==> src/rtl/l1_i_fetch_unit.sv <==
// l1_i_fetch_unit: instruction fetch stage in front of L1_I.
// Holds the PC and issues sequential 32-bit fetches over the tag/index/offset
// and read_C_L1/stall handshake. Returned instructions go into a small FIFO
// toward decode. Handles branch redirects (including redirects that arrive
// during an outstanding miss) and fence.i-driven L1_I flushes.
//
// Ports:
//   clk, rst            clock; asynchronous active-high reset
//   tag_C_L1            pc[31 -: TNUM]
//   index_C_L1          pc[6 +: INUM]
//   offset              pc[5:0]
//   read_C_L1           fetch request to L1_I
//   flush               one-cycle L1_I invalidate pulse
//   stall               L1_I busy (miss in progress)
//   read_data_L1_C      instruction returned by L1_I
//   instr_valid         queue head valid
//   instr, instr_pc     queue head instruction and its PC
//   instr_ready         decode accepts the head
//   redirect            branch/jump redirect pulse
//   redirect_pc         redirect / fence.i target (bits[1:0] forced to 0)
//   fence_i             flush L1_I, then refetch from redirect_pc
module l1_i_fetch_unit #(
    parameter int unsigned TNUM     = 21,
    parameter int unsigned INUM     = 26 - TNUM,
    parameter logic [31:0] RESET_PC = 32'h0000_0000,
    parameter int unsigned QDEPTH   = 4
) (
    input  logic            clk,
    input  logic            rst,
    output logic [TNUM-1:0] tag_C_L1,
    output logic [INUM-1:0] index_C_L1,
    output logic [5:0]      offset,
    output logic            read_C_L1,
    output logic            flush,
    input  logic            stall,
    input  logic [31:0]     read_data_L1_C,
    output logic            instr_valid,
    output logic [31:0]     instr,
    output logic [31:0]     instr_pc,
    input  logic            instr_ready,
    input  logic            redirect,
    input  logic [31:0]     redirect_pc,
    input  logic            fence_i
);

    localparam int unsigned PW = (QDEPTH > 1) ? $clog2(QDEPTH) : 1;
    localparam int unsigned CW = $clog2(QDEPTH + 1);
    localparam logic [CW-1:0] FULL = CW'(QDEPTH);

    typedef enum logic [1:0] {
        ST_IDLE,
        ST_FETCH,
        ST_DRAIN,
        ST_FLUSH
    } state_t;

    state_t          state;
    logic [31:0]     pc;
    logic [31:0]     target;
    logic            discard;
    logic            fence_pend;

    logic [31:0]     q_data [QDEPTH];
    logic [31:0]     q_pc   [QDEPTH];
    logic [PW-1:0]   wr_ptr;
    logic [PW-1:0]   rd_ptr;
    logic [CW-1:0]   count;

    logic            fire;
    logic            miss_out;
    logic            ctrl;
    logic            push;
    logic            pop;
    logic [31:0]     target_in;
    logic [CW-1:0]   count_nxt;

    // Low PC bits of the target are always forced to zero.
    logic unused_redirect_lsb;
    assign unused_redirect_lsb = &{1'b0, redirect_pc[1:0]};

    // Address fields come straight from the PC register.
    assign tag_C_L1   = pc[31 -: TNUM];
    assign index_C_L1 = pc[6 +: INUM];
    assign offset     = pc[5:0];

    // Queue head is visible as soon as an entry exists.
    assign instr_valid = (count != '0);
    assign instr       = q_data[rd_ptr];
    assign instr_pc    = q_pc[rd_ptr];

    // Handshake decode for the current cycle.
    always_comb begin
        fire      = read_C_L1 && !stall;
        miss_out  = read_C_L1 && stall;
        ctrl      = ((state == ST_FETCH) || (state == ST_DRAIN)) && (redirect || fence_i);
        push      = (state == ST_FETCH) && fire && !ctrl && !discard;
        pop       = instr_valid && instr_ready && !ctrl;
        target_in = {redirect_pc[31:2], 2'b00};
        count_nxt = count;
        if (ctrl) begin
            count_nxt = '0;
        end else begin
            count_nxt = count + CW'(push) - CW'(pop);
        end
    end

    // Instruction queue storage and pointers; redirect/fence clears it.
    always_ff @(posedge clk or posedge rst) begin
        if (rst) begin
            for (int i = 0; i < int'(QDEPTH); i++) begin
                q_data[i] <= '0;
                q_pc[i]   <= '0;
            end
            wr_ptr <= '0;
            rd_ptr <= '0;
            count  <= '0;
        end else begin
            count <= count_nxt;
            if (ctrl) begin
                wr_ptr <= '0;
                rd_ptr <= '0;
            end else begin
                if (push) begin
                    q_data[wr_ptr] <= read_data_L1_C;
                    q_pc[wr_ptr]   <= pc;
                    wr_ptr         <= wr_ptr + PW'(1);
                end
                if (pop) begin
                    rd_ptr <= rd_ptr + PW'(1);
                end
            end
        end
    end

    // Fetch control FSM; read_C_L1 and flush are registered from next-state values.
    always_ff @(posedge clk or posedge rst) begin
        if (rst) begin
            state      <= ST_IDLE;
            pc         <= RESET_PC;
            target     <= '0;
            discard    <= 1'b0;
            fence_pend <= 1'b0;
            read_C_L1  <= 1'b0;
            flush      <= 1'b0;
        end else begin
            flush <= 1'b0;
            case (state)
                ST_IDLE: begin
                    state     <= ST_FETCH;
                    read_C_L1 <= 1'b1;
                end

                ST_FETCH: begin
                    if (fence_i) begin
                        target <= target_in;
                        if (miss_out) begin
                            // Let the outstanding miss finish before flushing.
                            state      <= ST_DRAIN;
                            discard    <= 1'b1;
                            fence_pend <= 1'b1;
                            read_C_L1  <= 1'b1;
                        end else begin
                            state     <= ST_FLUSH;
                            read_C_L1 <= 1'b0;
                            flush     <= 1'b1;
                        end
                    end else if (redirect) begin
                        if (miss_out) begin
                            // Cannot abandon the miss: park the target until it returns.
                            target    <= target_in;
                            discard   <= 1'b1;
                            state     <= ST_DRAIN;
                            read_C_L1 <= 1'b1;
                        end else begin
                            pc        <= target_in;
                            read_C_L1 <= 1'b1;
                        end
                    end else begin
                        if (fire) begin
                            pc <= pc + 32'd4;
                        end
                        // A pop frees a slot, but fetching only resumes next cycle.
                        read_C_L1 <= (count_nxt < FULL);
                    end
                end

                ST_DRAIN: begin
                    if (fence_i) begin
                        target     <= target_in;
                        fence_pend <= 1'b1;
                    end else if (redirect) begin
                        target <= target_in;
                    end
                    if (!stall) begin
                        // Returning data belongs to the abandoned path and is dropped.
                        discard <= 1'b0;
                        if (fence_pend || fence_i) begin
                            state     <= ST_FLUSH;
                            read_C_L1 <= 1'b0;
                            flush     <= 1'b1;
                        end else begin
                            pc        <= redirect ? target_in : target;
                            state     <= ST_FETCH;
                            read_C_L1 <= 1'b1;
                        end
                    end
                end

                ST_FLUSH: begin
                    pc         <= target;
                    fence_pend <= 1'b0;
                    state      <= ST_FETCH;
                    read_C_L1  <= 1'b1;
                end

                default: begin
                    state     <= ST_IDLE;
                    read_C_L1 <= 1'b0;
                end
            endcase
        end
    end

endmodule

==> config.mk <==
export PLATFORM = sky130hd
export DESIGN_NAME = l1_i_fetch_unit
export DESIGN_NICKNAME = d
export VERILOG_FILES = /design/src/rtl/l1_i_fetch_unit.sv
export SDC_FILE = /design/constraint.sdc
export NUM_CORES = 1
export LEC_CHECK = 0
export CORE_MARGIN = 2
export CORE_UTILIZATION = 51
export DETAILED_ROUTE_END_ITERATION = 10
export GPL_TIMING_DRIVEN = 0
export PLACE_DENSITY_LB_ADDON = 0.15
export SYNTH_ARGS = -nofsm -noshare
export SYNTH_HDL_FRONTEND = slang
export SYNTH_SLANG_ARGS = --single-unit
export TNS_END_PERCENT = 20
==> constraint.sdc <==
create_clock -name clk -period 12.4 [get_ports clk]
set_input_delay 1.86 -clock clk [delete_from_list [all_inputs] [get_ports clk]]
set_output_delay 1.86 -clock clk [all_outputs]
set_load 0.005 [all_outputs]
==> results.txt, run 1 <==
Notes on the physical design

The run finished with clean final reports. The global routing met2 resource utilization is a little under two fifths. Sorting the synthesized cells by area gives the leading types as dfrtp_1, mux2_2, mux4_2.

The part of the power in registers is between 30% and 40%. The transition time at the pin with the least slew margin is around 1100 ps. The number of clock buffers added by TritonCTS is 36.

After synthesis, the most frequently instantiated cells are dfrtp_1, mux2_2, mux4_2, buf_2, nor2_1. Data arrives at the worst endpoint at 5420 ps. Leaving out fill and tap cells, the most frequent cells in the layout are dfrtp_1, mux2_2, clkdlybuf4s50_1. The most frequent cell after synthesis is dfrtp_1. The final timing summary puts the cycle share of the worst path at between 40% and 50%.

The cell area that synthesis handed to floorplanning was around 15000 um^2. The count of instantiated cells in the yosys netlist is roughly 1100. The area growth from synthesis to layout is 21.3%. After detailed routing, the number of vias per cell comes to a little under 6. On met3, the global router reports a usage of around 3.2%.

The worst hold endpoint is q_pc[51]$_DFFE_PP0P_. The antenna diode count is 0. The met1 global-route usage is between 30 and 40%. The root buffer cell chosen for the clock tree is clkbuf_16. The boundary pin count is between 150 and 200. Of the post-synthesis cell area, the part taken by muxes is between 30% and 40%.

The CTS tree is yes. The fraction of the mapped netlist area in compound gates is 5.71%. The worst hold-check slack is just under 500 ps. The count of state elements after synthesis is approximately 330.

Leaving out buffers and inverters, the combinational logic in the layout accounts for approximately 6600 um^2. The net total in the final layout is 1374. The total global routing track utilization is 23.3%. The flow reports power dissipated in the clock network as around 0.001 W. Gates resized during post-CTS repair numbered 0.

The number of buffers inserted by post-CTS setup repair is 0. STA classifies the critical path endpoint as a flop. The flow reports power dissipated in combinational cells as about 0.0015 W.

The number of global-route vias before repair is 10179. The largest fanout on the critical path is 5. The cell-mix breakdown from Yosys lists the XOR/XNOR area share as less than 1%. The largest share of the power goes to registers. The commonest register cell is dfrtp_1. The worst-case clock skew is ~21 ps. The area fraction of the dominant cell type after synthesis is between 50% and 60%. In this run the VDD rail shows a maximum IR drop of about 140 uV.

The routed layout reports a DRC error count of 0. In this build the clock could be raised as far as around 200 MHz. Looking at hold timing, the worst path starts from q_pc[51]$_DFFE_PP0P_.

The class of the tightest hold or removal check is flop to flop. The number of buffer cells added on primary ports is between 150 and 200. The die height is 178 um. Entering global routing, the biggest net connects roughly 130 pins.

The count of fill cells added during filler insertion is 2313. The internal power component is about 0.0027 W. The global router reports that the layer with the highest usage is met2. The time the worst path needs with I/O delays and setup is 4980 ps. The final report gives the core utilization as 63.0%. In the final layout, flip-flops and latches occupy roughly 8300 um^2. The design draws roughly 0.0040 W.

In the synthesized netlist, the number of instances is 1085. In this run the critical register-to-register path is captured at read_C_L1$_DFFE_PP0N_. At the floorplan stage, the core utilization is reported as between 50% and 60%. The logic depth of the worst register-to-register path is 18. The stage logs contain a warning count of 39. On the worst setup and hold paths after CTS, the clock-pin slew comes to about 60 ps. Counting flops with an async set or reset pin after synthesis yields a share of 100%. Recorded from the global router log, the overflow total was 0. The data required time of the worst path is between 10000 and 15000 ps.

Among logic cells in the layout, the one with the most instances is dfrtp_1. The global-route wire length before repair is about 57000 um. The normalized max-slew margin is a little over a quarter. The detail-routed net length per standard cell is around 21 um. The worst register-to-register path has a setup slack of 8270 ps. The main logic family after synthesis is multiplexers. The category of the most critical setup path is input port to flop.

The power density normalized to cell area is ~210 nW/um^2. The total cell area reported by yosys after synthesis is around 15000 um^2. The number of antenna violations at the first check in global routing is 0. The part of the Yosys area used for sequential elements is a little over half. After clock tree synthesis, the flow added hold-fix buffers numbering 0. STA classifies the critical path startpoint as an input port. Per the gpl log, the routability congestion estimate is between 0.8 and 0.9. The synthesized-area fraction occupied by adder cells is 1.10%. The design area is 18700 um^2. The floorplan die width is 178 um. The number of nets produced by synthesis is roughly 1200.
## run 1: metrics by stage
stage,std cells,worst slack (ps)
5_1_grt,1704,7260
4_1_cts,1704,7340
3_3_place_gp,1641,-2780
6_report,1704,7420
2_1_floorplan,1085,1320
3_5_place_dp,1643,7010
## run 1: metal layers
| metal | up-vias | routed length [um] |
|---|---|---|
| met5 | - | 0 |
| met1 | 5114 | 16000 |
| li1 | 4455 | - |
| met2 | 314 | 17200 |
| met3 | 52 | 2010 |
| met4 | 0 | 753 |
## run 1: critical path: stages
cell and delay (ps):
clkdlybuf4s50_1 410, nor3_1 720, nor2b_1 200, buf_2 180, inv_1 60, ha_1 260, inv_1 60, ha_1 130
inv_1 50, fa_1 370, xor2_1 170, xnor2_1 350, o31ai_1 100, a222oi_1 340, a31o_2 150
## run 1: worst max-delay path by stage
stage                                startpoint                     to  slack, ps  cells past startpoint
after global routing      rd_ptr[0]$_DFFE_PP0P_           instr_pc[19]       7260                      4
final                                     stall  read_C_L1$_DFFE_PP0N_       7420                     15
after CTS                 rd_ptr[0]$_DFFE_PP0P_           instr_pc[15]       7340                      4
after detailed placement                  stall  read_C_L1$_DFFE_PP0N_       7010                     15
after global placement                      rst   q_pc[37]$_DFFE_PP0P_      -2780                      2
after floorplan                             rst     count[0]$_DFF_PP0_       1320                      1
## run 1: state kept, by name, summed over array words and instances, names as in the netlist
name / count
flush: 1
wr_ptr: 2
q_pc: 128
rd_ptr: 2
read_C_L1: 1
fence_pend: 1
pc: 32
discard: 1
count: 3
q_data: 128
target: 32
state: 2
## run 1: cell type report
class                   count  share of cell area [%]
inverters                  17                   0.381
clock buffers              50                    5.42
plain buffers              86                    2.10
clock inverters            11                   0.347
multi-input cells         649                    35.5
flip-flops and latches    333                    44.5
repair buffers            168                    9.16
well taps                 390                    2.61
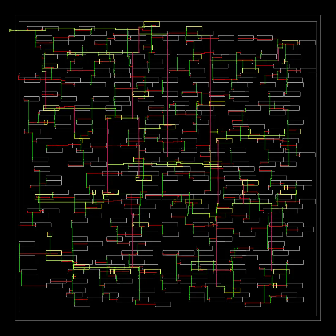
Figure 1: run 1, the clock network.
total clock sinks: 333
clock latency on the worst-skew pair: 520 ps

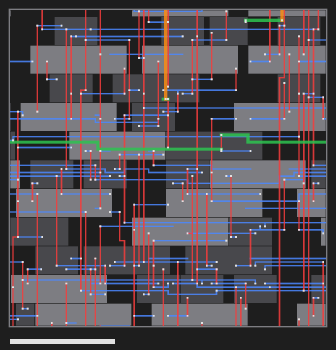
Figure 2: run 1, layout detail.
Bar = 10 um. Region (74, 74) to (104, 104) um. Cells in grey, sequential cells in the stronger grey; small squares are vias.
- green: M3
- red: M2
- blue: M1
- orange: M4
- netlist names of flops here include: q_pc (13)
- cells with their middle in the window: 34
- most frequent: mux2_2 (14), dfrtp_1 (13), mux4_2 (3)
- sequential cells in the window: 13

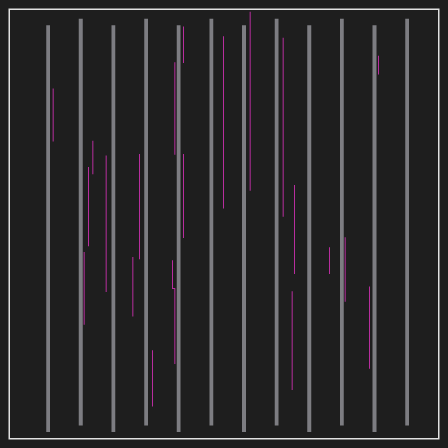
Figure 3: run 1, signal wires on met4.
Supply wires on this layer in grey.
- nets with wire on the layer: 13
- longest straight run: 74.1 um
Post-Route WL: 36000 um
via total after detailed routing: 9935

--- run 2 (diff from run 1) ---
==> constraint.sdc (replaced) <==
create_clock -name clk -period 4.1 [get_ports clk]
set_input_delay 0.615 -clock clk [delete_from_list [all_inputs] [get_ports clk]]
set_output_delay 0.615 -clock clk [all_outputs]
set_load 0.005 [all_outputs]
==> run 2 against run 1 <==
Effect of this change:
- critical endpoint unchanged
- wire length fell by 1.1%
- non-clock buffer count increased by 7
- cell count up 0.70%
==> results.txt, run 2 <==
Notes on the physical design

The area growth from synthesis to layout is 23.0%. The worst setup path is launched from a flop. By count the netlist is led by dfrtp_1, mux2_2, mux4_2, buf_2, nor2_1. The end-of-flow core utilization is 63.9%. The synthesized netlist cell count is roughly 1100. The cell area after technology mapping is approximately 15000 um^2. Port buffering added ~170 buffers. The endpoint type of the worst setup path is a flop. The flow ran to the end, and the final reports show no timing, DRC or antenna violations. The final global-route overflow total is 0. The clock transition time at the flip-flop clock pins of the worst setup and hold paths is approximately 60 ps. In this run the most critical hold path is launched from q_data[35]$_DFFE_PP0P_. The clock tree root buffer cell is clkbuf_16. The data required time of the worst path is approximately 4600 ps. The number of antenna diodes in the final layout is 0. The number of non-filler instances in the completed layout is 1716. The buffer-and-inverter tally for the worst setup path is 6. Per STA, the worst path is made up of inv_1, ha_1, clkbuf_2, nand2_1, nor3_2, nor2b_1, buf_2, inv_1, ha_1, inv_1, ha_1, inv_1, fa_1, xor2_1, xnor2_1, o31ai_1, a222oi_1, a31o_2.

The net total in the final layout is 1382. The number of clock sinks is 333. The worst reg2reg path endpoint is read_C_L1$_DFFE_PP0N_.

The synthesis stat section lists a flop and latch total of roughly 330. The registers reported with the highest flop counts are q_data: 128 flops, q_pc: 128 flops. The routed design uses about 17000 um of met2 wire.

The post-route worst setup slack is about 330 ps. The worst IR drop on VDD is about 400 uV. The DRC violation count after routing is 0. For this design the ratio of total power to cell area is approximately 650 nW/um^2. The worst register-to-register path depth is 18. The most frequent cell after synthesis is dfrtp_1. Max fanout on the critical path was recorded as 8. The skew report gives the latency at the later pin of the worst-skew pair as between 500 and 600 ps. In the per-layer breakdown of the detailed-route log, met1 shows ~16000 um. The floorplan die width is 178 um. After synthesis, the chip area reported by Yosys is around 15000 um^2.

The time the worst path needs with I/O delays and setup is between 3000 and 4000 ps. The fraction of the core area occupied by cells at floorplan is 52.0%. Total power for the finished layout comes to roughly 0.012 W. The most used flip-flop cell after synthesis is dfrtp_1.

Across all hold checks on the routed design, the worst slack comes to around 500 ps. The final weighted congestion in routability-driven placement is about 0.86. In the global route stage, met2 resource usage came out at about 37%. The via density per instance is 5.82. The worst setup slack for register-to-register paths is about 330 ps. Including well taps, the total number of placed cells is approximately 1700. The highest clock rate is ~270 MHz. The top cell types in the final layout, fill and taps aside, are dfrtp_1, mux2_2, clkdlybuf4s50_1. The share of the Yosys chip area taken by registers is a little over half. The transition time at the pin with the least slew margin is just over 1000 ps. The number of warnings reported in the stage logs is 36. The library cell appearing most often on the critical path is inv_1. CTS added clock buffers totalling 37.

The number of global-route vias before repair is approximately 10000. Yosys reports that the leading cell type by area covers 54.0% of the netlist area. The report puts the hold buffer count at CTS at 0.

The highest layer touched by signal routing is met4. Entering global routing, the biggest net connects roughly 44 pins. The category of the most critical setup path is flop to flop. The timing report gives the biggest stage delay along the critical path as around 400 ps. The number of gates resized after CTS was 0.
-- run 2: netlist changes by cell type in the layout (fill, tap and decap cells not counted) --
cell	before	now
buf_12	0	9
clkbuf_8	4	7
buf_16	2	0
bufinv_16	0	2
clkbuf_16	37	39
clkinv_2	8	7
clkinv_4	0	1
inv_6	2	1
inv_8	1	0
nor3_1	11	10
nor3_2	0	1
-- run 2: where the power goes --
part,switching [W],internal [W]
Clock,0.00129,0.00199
Sequential,0.000506,0.00398
Combinational,0.00215,0.00235
-- run 2: how the worst max path moves through the flow --
stage                          from  depth (start not counted)  slack (ps)                    end
2_1_floorplan                   rst                          1        -960     count[0]$_DFF_PP0_
3_3_place_gp                    rst                          2       -3380   q_pc[37]$_DFFE_PP0P_
3_5_place_dp                  stall                         15        -100  read_C_L1$_DFFE_PP0N_
4_1_cts        state[1]$_DFFE_PP0P_                         18          10  read_C_L1$_DFFE_PP0N_
5_1_grt        state[1]$_DFFE_PP0P_                         18          -1  read_C_L1$_DFFE_PP0N_
6_report       state[1]$_DFFE_PP0P_                         18         330  read_C_L1$_DFFE_PP0N_
-- run 2: layout make-up --
type                       instances  area, um^2
fill                            2284       10700
sequential                       333        8330
multi-input combinational        649        6650
timing repair buffer             175        1840
clock buffer                      55        1110
tap                              390         488
buffer                            86         394
clock inverter                    11         113
inverter                          17        67.6
-- run 2: kinds of logic (layout without fill, tap and decap cells) --
family                     Yosys count  in the layout  share of synthesized area (%)
muxes                              356            356                           30.6
DFF                                333            333                           54.0
and+or+nand+nor                    139            139                           4.75
AOI/OAI and AO/OA                  125            125                           5.71
buffers and inverters              103            344                           2.97
xor gates and xnor gates            16             16                          0.908
adders and majority gates           13             13                           1.10
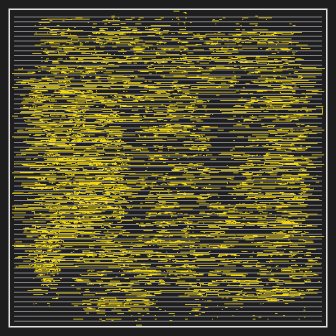
Figure 4: run 2, metal 1.
Supply wires on this layer in grey.
- nets with wire on the layer: 1251
- share of all routed wire: 45%
met1 Use GR: 33.3%
via total after detailed routing: 9983
Post-Route WL: 35600 um

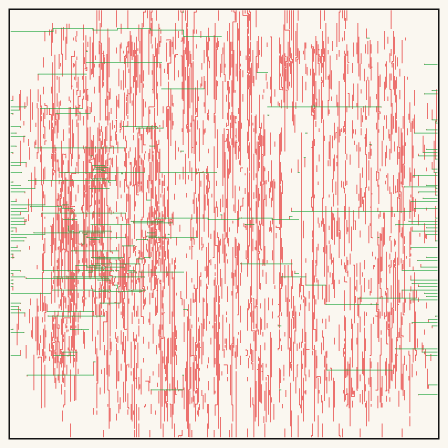
Figure 5: run 2, signal wires by layer.
Two of the layers only.
- green: M3 (wire length 1820 um)
- red: M2 (wire length 17000 um)
post-DR wirelength/cell: 20.7 um
global-route total usage across every layer: 23.1%

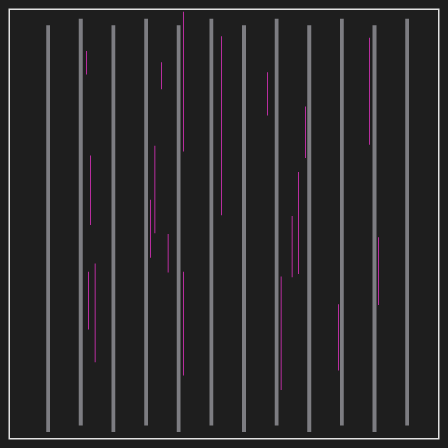
Figure 6: run 2, signal wires on met4.
Supply wires on this layer in grey.
- wire length on this layer: 616 um
- share of all routed wire: 1.7%
- longest straight run: 74.1 um
- nets with wire on the layer: 9
- main direction: vertical

--- run 3 (diff from run 2) ---
==> constraint.sdc (replaced) <==
create_clock -name clk -period 4.1 [get_ports clk]
set_input_delay 0.615 -clock clk [delete_from_list [all_inputs] [get_ports clk]]
set_output_delay 0.615 -clock clk [all_outputs]
set_load 0.02 [all_outputs]
==> run 3 against run 2 <==
Effect of this change:
- synthesized cell count did not move
- register-to-register slack barely moved
- wire length unchanged
- global-route usage stayed put
- first-iteration DRC count is the same
- sequential share of layout area did not move
- setup slack got worse by 25 ps
- critical path depth is 14 lower
- die size unchanged
- count of clock-buffer cells in the layout is the same
- clock power about the same
- via count unchanged
- critical path type is now flop to output port
- highest routed layer unchanged
==> results.txt, run 3 <==
Notes on the physical design

The flow ran to the end, and the final reports show no timing, DRC or antenna violations. Data on the critical path is required at its endpoint by around 3500 ps. The setup path with the least slack is of type flop to output port. The most frequent cell after synthesis is dfrtp_1. The CTS tree is yes. The kind of start point of the critical path is a flop. Before any placement, the netlist area is recorded as approximately 15000 um^2. Measured along the x axis, the die boundary spans between 150 and 200 um.

After detailed routing, the met2 layer carries between 15000 and 20000 um of wire. The detailed router finished its first iteration with around 590 violations. The largest registers in the layout are q_data: 128 flops, q_pc: 128 flops. The logic depth of the worst register-to-register path is 18. The highest clock rate is between 200 and 300 MHz. The met3 track demand over resource in global routing is approximately 3.1%. The endpoint type of the worst setup path is an output port.

The worst hold endpoint is q_data[35]$_DFFE_PP0P_. In this run the tools logged warnings totalling 36. The number of buffer cells added on primary ports is 166. The pin count of the biggest net entering global routing is ~44. Power comes to 0.0128 W.

Global routing consumed, on the met2 layer, between 30% and 40% of the routing resources. The global-route wire length before repair is between 50000 and 60000 um. The number of global-route vias before repair was just over 10000. The most common logic cell in the final layout is dfrtp_1. The worst hold-check slack is 499 ps. The number of cells after detailed placement is 1650. The top layer reached by signal wires is met4. The die height is 178 um.

The share of total power consumed by net switching is 34.8%. RePlAce ended its routability-driven mode at a weighted congestion of 0.857. The switching component of the power is 0.00445 W. In this run the worst setup path terminates at instr_pc[15]. The number of non-filler instances in the completed layout is between 1500 and 2000. The number of clock sinks is 333. The synthesized netlist cell count is 1085.

Global routing put the most usage on met2. The aggregate routed wire length is 35600 um. The total global routing track utilization is ~23%. Buffers inserted to repair hold after CTS numbered 0. The report shows a maximum critical-path fanout of 10. The via density per instance is 5.82.

The start point of the critical path is rd_ptr[0]$_DFFE_PP0P_. Cell internal power was estimated by the tool at 0.00833 W. The met1 global-route usage is 33.3%. Per the synth stats, the flop cell with the highest instance count is dfrtp_1.

Counting flops with a built-in enable in the synthesized netlist gives 0. The script computed a power per unit cell area of 673 nW/um^2. The clock network power share is roughly a quarter.

The boundary pin count is 169. Summed over all nets, wire length on met3 after detailed routing comes to roughly 1800 um. The arrival time at the worst endpoint is between 3000 and 4000 ps. In the final routing, the length of wire on met1 measures ~16000 um. The fraction of the core area occupied by cells at floorplan is roughly 52%. The part of the power in registers is between 30% and 40%. In the synthesized netlist, the cells that appear most often are dfrtp_1, mux2_2, mux4_2, buf_2, nor2_1. The share of flip-flops with an asynchronous set or reset is 100%. The number of nets produced by synthesis is roughly 1200. The global route stage reports its total congestion overflow as 0. After synthesis, the design contains ~1100 cells according to Yosys.

Cells fill 63.9% of the core in the end. The number of antenna violations at the first check in global routing is 0. The antenna diode count is 0. The transition time recorded at the tightest slew-check pin is roughly 1000 ps. Per the hold report, the tightest min-delay path originates at q_data[35]$_DFFE_PP0P_.

Summing all non-filler instances in the final layout gives an area of 19000 um^2. The class of the tightest hold or removal check is flop to flop. The clock transition time at the flip-flop clock pins of the worst setup and hold paths is roughly 60 ps. The total cell area reported by yosys after synthesis is between 15000 and 20000 um^2. The finished design was reported to have a net count of between 1000 and 1500. The normalized max-slew margin is a little under a third.

The final route contains 9983 vias. The post-route worst setup slack is between 300 and 400 ps. For reference, the top cells by area after synthesis are dfrtp_1, mux2_2, mux4_2. The highest supply drop recorded on VDD is ~440 uV. STA lists the endpoint of the worst register-to-register path as read_C_L1$_DFFE_PP0N_. The proportion of power drawn by combinational gates is a little under 40%. Per Yosys stat, the portion of area used by sequential elements is 54.0%. For this sky-water flow run, the detailed-routed wirelength per cell is reported as 20.7 um.
-- run 3: cell counts in the layout (fill, tap and decap cells not counted) --
No cell type changed its count.
-- run 3: power by group through the flow --
stage | logic, W | registers, W | clock network (W)
after global placement | 0.00494 | 0.00452 | 0
after global routing | 0.00540 | 0.00457 | 0.00350
after CTS | 0.00503 | 0.00448 | 0.00335
after floorplan | 0.00307 | 0.00454 | 0
final | 0.00501 | 0.00449 | 0.00328
after detailed placement | 0.00501 | 0.00453 | 0
-- run 3: cell type report --
type / count / area [um^2]
Inverter: 17 / 67.6
Timing Repair Buffer: 175 / 1840
Sequential cell: 333 / 8330
Fill cell: 2284 / 10700
Clock inverter: 11 / 113
Buffer: 86 / 394
Tap cell: 390 / 488
Clock buffer: 55 / 1110
Multi-Input combinational cell: 649 / 6650
-- run 3: critical path: stages (launching register included) --
cell and delay (ps):
dfrtp_1 360, buf_1 640, buf_2 480, mux4_2 600
clkdlybuf4s50_1 560
-- run 3: kinds of logic (layout without fill, tap and decap cells) --
| kind of cell | count (synthesis) | count (layout) | share of synthesized area (%) |
|---|---|---|---|
| AND-OR/OR-AND | 125 | 125 | 5.71 |
| XOR/XNOR | 16 | 16 | 0.908 |
| adder cells (fa/ha/maj) | 13 | 13 | 1.10 |
| buffers and inverters | 103 | 344 | 2.97 |
| flip-flops | 333 | 333 | 54.0 |
| multiplexers | 356 | 356 | 30.6 |
| AND/OR/NAND/NOR | 139 | 139 | 4.75 |
-- run 3: what timing repair did --
item,in CTS,in global routing
resized,0,1
setup buffers,0,0
endpoints found under the hold margin,0,0
setup endpoints to repair,0,1
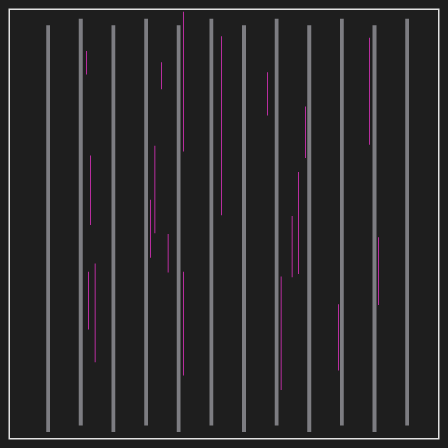
Figure 7: run 3, signal wires on met4.
Supply wires on this layer in grey.
- nets with wire on the layer: 9
- longest straight run: 74.1 um
- wire length on this layer: 616 um
- share of all routed wire: 1.7%

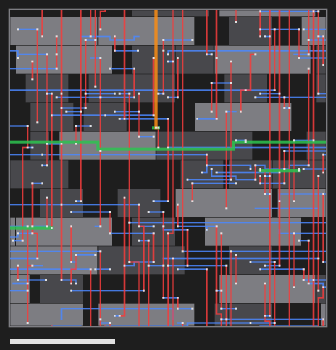
Figure 8: run 3, layout detail.
Bar = 10 um. Region (74, 74) to (104, 104) um. Cells in grey, sequential cells in the stronger grey; small squares are vias.
- blue: M1
- green: M3
- orange: M4
- red: M2
- netlist names of flops here include: q_pc (13), pc (1)
- most frequent: mux2_2 (14), dfrtp_1 (14), mux4_2 (3)
- sequential cells in the window: 14
- cells with their middle in the window: 36

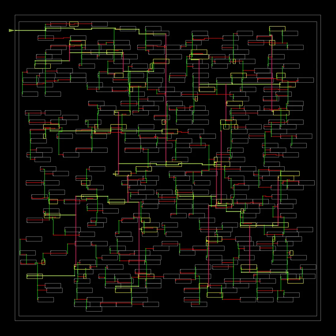
Figure 9: run 3, the clock network.
Fin Clk Skew: 19.6 ps
Power Clock: 0.00328 W
clock latency on the worst-skew pair: 510 ps
total number of sequential cells: 333
tally of clock buffers in the finished layout: 55

Power is estimated from default activity; no workload was simulated.
